File: src/rtl/wb_master_arbiter.sv
// wb_master_arbiter
// Round-robin arbiter/sequencer that shares one Wishbone master between
// NUM_REQ local requesters. The winning requester's fields are registered
// onto the master inputs, a single start pulse is issued, and the arbiter
// then watches the bus ack/err/rty taps and returns a per-requester
// completion pulse, error flag and shared read data. All outputs are
// registered.
//
// Ports
//   wb_clk, wb_rst        clock, synchronous active-high reset
//   req_i                 per-requester request level
//   req_adr_i/sel/we/dat  flattened per-requester transaction fields
//   gnt_o                 one-hot grant, held from selection until DONE exits
//   done_o, err_o         one-cycle completion pulse and its error qualifier
//   rd_dat_o              read data of the last successful read
//   busy_o                arbiter not in IDLE
//   m_*_o                 drive the shared master's start/address/sel/we/data
//   bus_ack/err/rty/dat_i taps of the Wishbone bus
//
// state | meaning
// IDLE  | no transaction; search for next requester after 'last'
// ISSUE | fields registered onto master, start pulse high this cycle
// WAIT  | waiting for ack/err/rty from the bus (no timeout)
// DONE  | done_o/err_o high; fields, grant and busy cleared on exit
module wb_master_arbiter #(
    parameter int NUM_REQ = 4,
    parameter int dw      = 32,
    parameter int aw      = 32
) (
    input  logic                   wb_clk,
    input  logic                   wb_rst,
    input  logic [NUM_REQ-1:0]     req_i,
    input  logic [NUM_REQ*aw-1:0]  req_adr_i,
    input  logic [NUM_REQ*4-1:0]   req_sel_i,
    input  logic [NUM_REQ-1:0]     req_we_i,
    input  logic [NUM_REQ*dw-1:0]  req_dat_i,
    output logic [NUM_REQ-1:0]     gnt_o,
    output logic [NUM_REQ-1:0]     done_o,
    output logic [NUM_REQ-1:0]     err_o,
    output logic [dw-1:0]          rd_dat_o,
    output logic                   busy_o,
    output logic                   m_start_o,
    output logic [aw-1:0]          m_address_o,
    output logic [3:0]             m_selection_o,
    output logic                   m_write_o,
    output logic [dw-1:0]          m_data_wr_o,
    input  logic                   bus_ack_i,
    input  logic                   bus_err_i,
    input  logic                   bus_rty_i,
    input  logic [dw-1:0]          bus_dat_i
);

    localparam int IW = $clog2(NUM_REQ);

    typedef enum logic [1:0] {IDLE, ISSUE, WAIT, DONE} state_t;

    state_t               state_q, state_d;
    logic [IW-1:0]        idx_q, idx_d;
    logic [IW-1:0]        last_q, last_d;
    logic [NUM_REQ-1:0]   gnt_q, gnt_d;
    logic [NUM_REQ-1:0]   done_q, done_d;
    logic [NUM_REQ-1:0]   err_q, err_d;
    logic [dw-1:0]        rd_dat_q, rd_dat_d;
    logic                 busy_q, busy_d;
    logic                 m_start_q, m_start_d;
    logic [aw-1:0]        m_adr_q, m_adr_d;
    logic [3:0]           m_sel_q, m_sel_d;
    logic                 m_we_q, m_we_d;
    logic [dw-1:0]        m_dat_q, m_dat_d;

    logic [IW-1:0]        winner;
    logic                 found;

    function automatic logic [NUM_REQ-1:0] onehot(input logic [IW-1:0] i);
        onehot    = '0;
        onehot[i] = 1'b1;
    endfunction

    // Circular search starting just after the previous winner. The candidate
    // index carries one extra bit so last+k can be folded back into range
    // for non-power-of-two NUM_REQ.
    always_comb begin
        logic [IW:0] cand;
        winner = '0;
        found  = 1'b0;
        cand   = '0;
        for (int k = 1; k <= NUM_REQ; k++) begin
            cand = {1'b0, last_q} + (IW+1)'(k);
            if (cand >= (IW+1)'(NUM_REQ)) begin
                cand = cand - (IW+1)'(NUM_REQ);
            end
            if (!found && req_i[cand[IW-1:0]]) begin
                found  = 1'b1;
                winner = cand[IW-1:0];
            end
        end
    end

    always_comb begin
        state_d   = state_q;
        idx_d     = idx_q;
        last_d    = last_q;
        gnt_d     = gnt_q;
        done_d    = '0;
        err_d     = '0;
        rd_dat_d  = rd_dat_q;
        busy_d    = busy_q;
        m_start_d = 1'b0;
        m_adr_d   = m_adr_q;
        m_sel_d   = m_sel_q;
        m_we_d    = m_we_q;
        m_dat_d   = m_dat_q;
        case (state_q)
            IDLE: begin
                if (found) begin
                    idx_d     = winner;
                    last_d    = winner;
                    gnt_d     = onehot(winner);
                    busy_d    = 1'b1;
                    m_start_d = 1'b1;
                    m_adr_d   = req_adr_i[winner*aw +: aw];
                    m_sel_d   = req_sel_i[winner*4 +: 4];
                    m_we_d    = req_we_i[winner];
                    m_dat_d   = req_dat_i[winner*dw +: dw];
                    state_d   = ISSUE;
                end
            end
            ISSUE: begin
                // Bus taps are deliberately ignored here: any response seen
                // in the start cycle belongs to nothing we issued.
                state_d = WAIT;
            end
            WAIT: begin
                if (bus_err_i || bus_rty_i) begin
                    done_d  = onehot(idx_q);
                    err_d   = onehot(idx_q);
                    state_d = DONE;
                end else if (bus_ack_i) begin
                    done_d = onehot(idx_q);
                    if (!m_we_q) begin
                        rd_dat_d = bus_dat_i;
                    end
                    state_d = DONE;
                end
            end
            DONE: begin
                // One dead IDLE cycle follows, giving the master time to
                // return to its own idle state before the next start.
                gnt_d   = '0;
                busy_d  = 1'b0;
                m_adr_d = '0;
                m_sel_d = '0;
                m_we_d  = 1'b0;
                m_dat_d = '0;
                state_d = IDLE;
            end
            default: state_d = IDLE;
        endcase
    end

    always_ff @(posedge wb_clk) begin
        if (wb_rst) begin
            state_q   <= IDLE;
            idx_q     <= '0;
            last_q    <= IW'(NUM_REQ-1);
            gnt_q     <= '0;
            done_q    <= '0;
            err_q     <= '0;
            rd_dat_q  <= '0;
            busy_q    <= 1'b0;
            m_start_q <= 1'b0;
            m_adr_q   <= '0;
            m_sel_q   <= '0;
            m_we_q    <= 1'b0;
            m_dat_q   <= '0;
        end else begin
            state_q   <= state_d;
            idx_q     <= idx_d;
            last_q    <= last_d;
            gnt_q     <= gnt_d;
            done_q    <= done_d;
            err_q     <= err_d;
            rd_dat_q  <= rd_dat_d;
            busy_q    <= busy_d;
            m_start_q <= m_start_d;
            m_adr_q   <= m_adr_d;
            m_sel_q   <= m_sel_d;
            m_we_q    <= m_we_d;
            m_dat_q   <= m_dat_d;
        end
    end

    assign gnt_o         = gnt_q;
    assign done_o        = done_q;
    assign err_o         = err_q;
    assign rd_dat_o      = rd_dat_q;
    assign busy_o        = busy_q;
    assign m_start_o     = m_start_q;
    assign m_address_o   = m_adr_q;
    assign m_selection_o = m_sel_q;
    assign m_write_o     = m_we_q;
    assign m_data_wr_o   = m_dat_q;

endmodule

File: config.mk
export PLATFORM = sky130hd
export DESIGN_NAME = wb_master_arbiter
export DESIGN_NICKNAME = d
export VERILOG_FILES = /design/src/rtl/wb_master_arbiter.sv
export SDC_FILE = /design/constraint.sdc
export NUM_CORES = 1
export LEC_CHECK = 0
export ABC_AREA = 1
export ABC_CLOCK_PERIOD_IN_PS = 2000
export CAP_MARGIN = 30
export CORE_MARGIN = 2
export CORE_UTILIZATION = 25
export CTS_CLUSTER_SIZE = 24
export DETAILED_ROUTE_END_ITERATION = 8
export PLACE_DENSITY = 0.59
export SYNTH_ARGS = -nofsm -noshare
export SYNTH_HDL_FRONTEND = slang
export SYNTH_SLANG_ARGS = --single-unit
export TNS_END_PERCENT = 50
File: constraint.sdc
create_clock -name wb_clk -period 2 [get_ports wb_clk]
set_input_delay 0.4 -clock wb_clk [delete_from_list [all_inputs] [get_ports wb_clk]]
set_output_delay 0.4 -clock wb_clk [all_outputs]
set_load 0.005 [all_outputs]
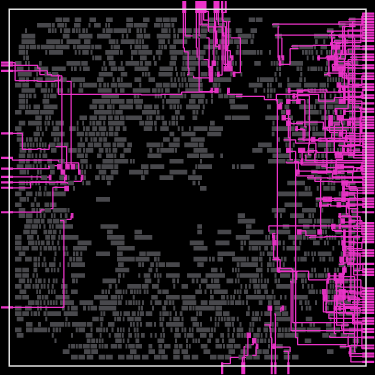
**Above:** nets reached from selected ports.
Scale: 2 px per micron.
legend:
  req_dat_i:
    colour: magenta
    bits: 128
    direction: input
    edge: 98 right, 13 top, 11 left, 6 bottom
    end_cells: 128
    buffers: 128
    wire: 4780 microns

==> impl_metrics.tcl <==
# metrics dict for downstream scripts
set metrics [dict create \
    yosys-stat-area_sq_um 7540 \
    fillers 2978 \
    fp_util_pct 25.4 \
    tightest_slew_ps 646 \
    first_pass_iters 5 \
    clk_path_buf_depth 2 \
    yosysWarnings 0 \
    cts_buffers 17 \
    synth_flops 121 \
    drive_above_1_share_pct 12.4 \
    cts_htree_levels 4 \
    std_cell_rows 63 \
    hold_viol_final 0 \
    power.density_nw_per_um2 1830 \
    clock_skew_ps 11.1 \
    syn_avg_cell_area_sq_um 5.90 \
    area_leaders "nand2_1 33%, dfxtp_1 32%, nand4_1 11%" \
    dp_worst_setup_slack_ps -590 \
    grt_pass1_wl_microns 53900 \
    common_cells "671 x nand2_1, 138 x nand4_1, 121 x dfxtp_1" \
    rsz0062_at_grt "yes" \
    fin_crit_ps 2110 \
    leakagePower_nw 6.45 \
    worstSetupPathType "flip-flop to flip-flop" \
    ys_seq_share_pct 32.1 \
    numPortBuffers 431 \
    status "complete, but fails checks" \
    grt_pass1_vias 9954 \
    wl_per_cell_microns 17.8 \
    grt_max_degree 52 \
    drc_errors 0 \
    routed_via_density 4.84 \
    synthArstFlopShare_pct 0 \
    ir_drop_uv 938 \
    die_x_microns 178 \
    postRouteAntennaNets 0 \
    cts_root_buffer "clkbuf_16" \
    clkLatencyLatePin_ps 420 \
    ys_cells 1277 \
    synth_nets 1598 \
    whs_ps 391 \
    syn2layout_area_growth_pct 89.6 \
    worst-path-max-fanout 10 \
    totalWireLength_microns 38100 \
    fmax_mhz 475 \
    final_cell_count_no_fill 2138 \
    overflow 0 \
    setup_slack_ps -107 \
    worstPathRequired_ps 2340 \
    final_max_slew_viol_count 0 \
    ff_type "dfxtp_1" \
    crit_path_start_kind "flip-flop" \
    arrival_ps 2450 \
    num-nets-final 2054 \
    synth_area_sq_um 7540 \
    synth.largest_area_cell "nand2_1" \
    netlist_instances 1277 \
    warnings 31 \
    fin_util_pct 48.2 \
    vias 10300 \
    gp_congestion 0.899 \
    clkSinkCount 121 \
    dp_cells 2066 \
    cp-end-kind "flip-flop" \
    cts_tree "done" \
    holdCritPathClass "input pin to flip-flop" \
    top_area_share_pct 33.4 \
    ff2ff_path_depth 16 \
    track_usage_pct 21.8 \
    fin_crit_sh_pct 105 \
    hold_depth 2 \
    synth.distinct_cells 26 \
    violations "negative setup slack" \
    edf_count 0 \
    clk_pin_slew_ps 70 \
    setup_viol 75 \
    slew_headroom_pct 56.9 \
    most_common_cell "nand2_1" \
    cap_violations 0 \
    die_h_microns 178 \
    drt-initial-drc-count 478 \
    die-area_sq_um 31500 \
    design.core.area_sq_um 29600 \
    finalPower_mw 26.1 \
    pin_count 432 \
    dp_hpwl_microns 25500 \
    antenna_found_initial 2 \
]
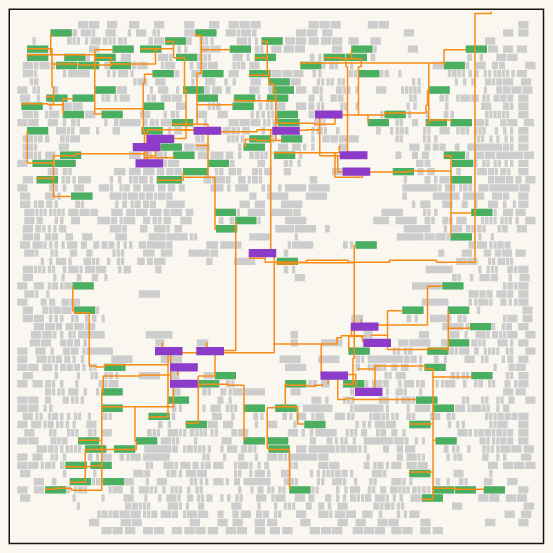
**Above:** clock distribution.
Scale: 3 px per micron.
legend:
  flip-flops:
    colour: green
    count: 121
  clock-net drivers:
    colour: purple
    count: 17
  clock wires:
    colour: orange
    length: 2240 microns
routed clock nets: 18

-- per-stage QoR --
stage               TNS (ps)  cell area [sq um]
global placement      -34810              12700
global route          -16480              14300
CTS                    -3720              13700
floorplan                  0               7540
detailed placement    -37080              12700
finish                 -5070              14300
-- critical path, cell delays in order, from the launching register on --
cell and delay (ps):
dfxtp_4 370, buf_12 150, nand2_4 70, nand2_4 70, nand2_4 80, nand2_4 60, nor2_4 120, nand3_4 170
nand3_4 200, buf_12 170, clkbuf_16 170, nand2_1 50, nand2_1 60, nand2_1 60, nand2_1 70, nand2_1 50
a21oi_1 110
-- final cells by class --
class	instances	area, sq um	share of cell area, %
diodes	2	5.00	0.0350
clock buffers	18	439	3.07
clock inverters	14	115	0.805
inverters	21	88.8	0.622
multi-input cells	1027	4710	32.9
flip-flops and latches	121	2430	17.0
well taps	390	488	3.41
repair buffers	545	6020	42.1
-- routing by layer --
metal | routed length [microns] | share of wire (%) | global-route usage, % | vias to the layer above
li1 | - | - | - | 5095
met1 | 15800 | 42 | 25.8 | 4722
met2 | 18500 | 49 | 38.4 | 466
met3 | 2800 | 7.3 | 5.18 | 59
met4 | 973 | 2.6 | 7.48 | 0
met5 | 0 | 0 | 0 | -
-- registers in the layout, summed over array words and instances (netlist names) --
name,count
rd_dat_o,32
busy_o,1
idx_q,2
done_o,4
state_q,2
err_o,4
m_data_wr_o,32
gnt_o,4
m_start_o,1
m_write_o,1
m_selection_o,4
last_q,2
m_address_o,32
-- placed cells by master, fill, tap and decap left out, drive strengths merged --
cell           Yosys  layout
o31ai              1       1
nand4            138     138
nand2            675     675
a21oi             80      80
clkinvlp           0       1
bufbuf             0       3
diode              0       2
inv               21      27
dlymetal6s2s       0       2
clkinv             0       7
buf               86      99
ha                 4       4
dfxtp            121     121
nand3             12      12
o21ai             37      37
clkdlybuf4s50      0     427
o211ai             2       2
clkbuf            22      31
nor3               1       1
dlygate4sd2        0       1
nor2              77      77
-- kinds of logic after synthesis --
| family | Yosys count | share of synthesized area (%) |
|---|---|---|
| buffers and inverters | 129 | 8.62 |
| AND-OR/OR-AND | 120 | 8.27 |
| adder cells (fa/ha/maj) | 4 | 0.664 |
| flip-flops | 121 | 32.1 |
| AND/OR/NAND/NOR | 903 | 50.3 |
-- power by group --
| group | total (mW) | switching (mW) | internal, mW |
|---|---|---|---|
| registers | 3.19 | 0.272 | 2.92 |
| logic | 19.9 | 10.7 | 9.17 |
| clock network | 2.98 | 1.33 | 1.65 |
| total | 26.1 | 12.3 | 13.7 |
-- final timing paths --
path / start / endpoint / slack, ps
max reg2reg: last_q[0] / m_address_o[18] / -110
min reg2reg: m_address_o[5] / m_address_o[5] / 460
max: last_q[0] / m_address_o[18] / -110
min: wb_rst / m_data_wr_o[30] / 390
-- repair_timing --
item | in CTS | in global routing
gates resized | 56 | 44
cloned | 7 | 13
hold buffers | 0 | 0
pin swaps | 13 | 7
buffers inserted | 12 | 6
setup endpoints to repair | 76 | 79
Power figures rest on the tool's default switching activity, not on a simulated workload.
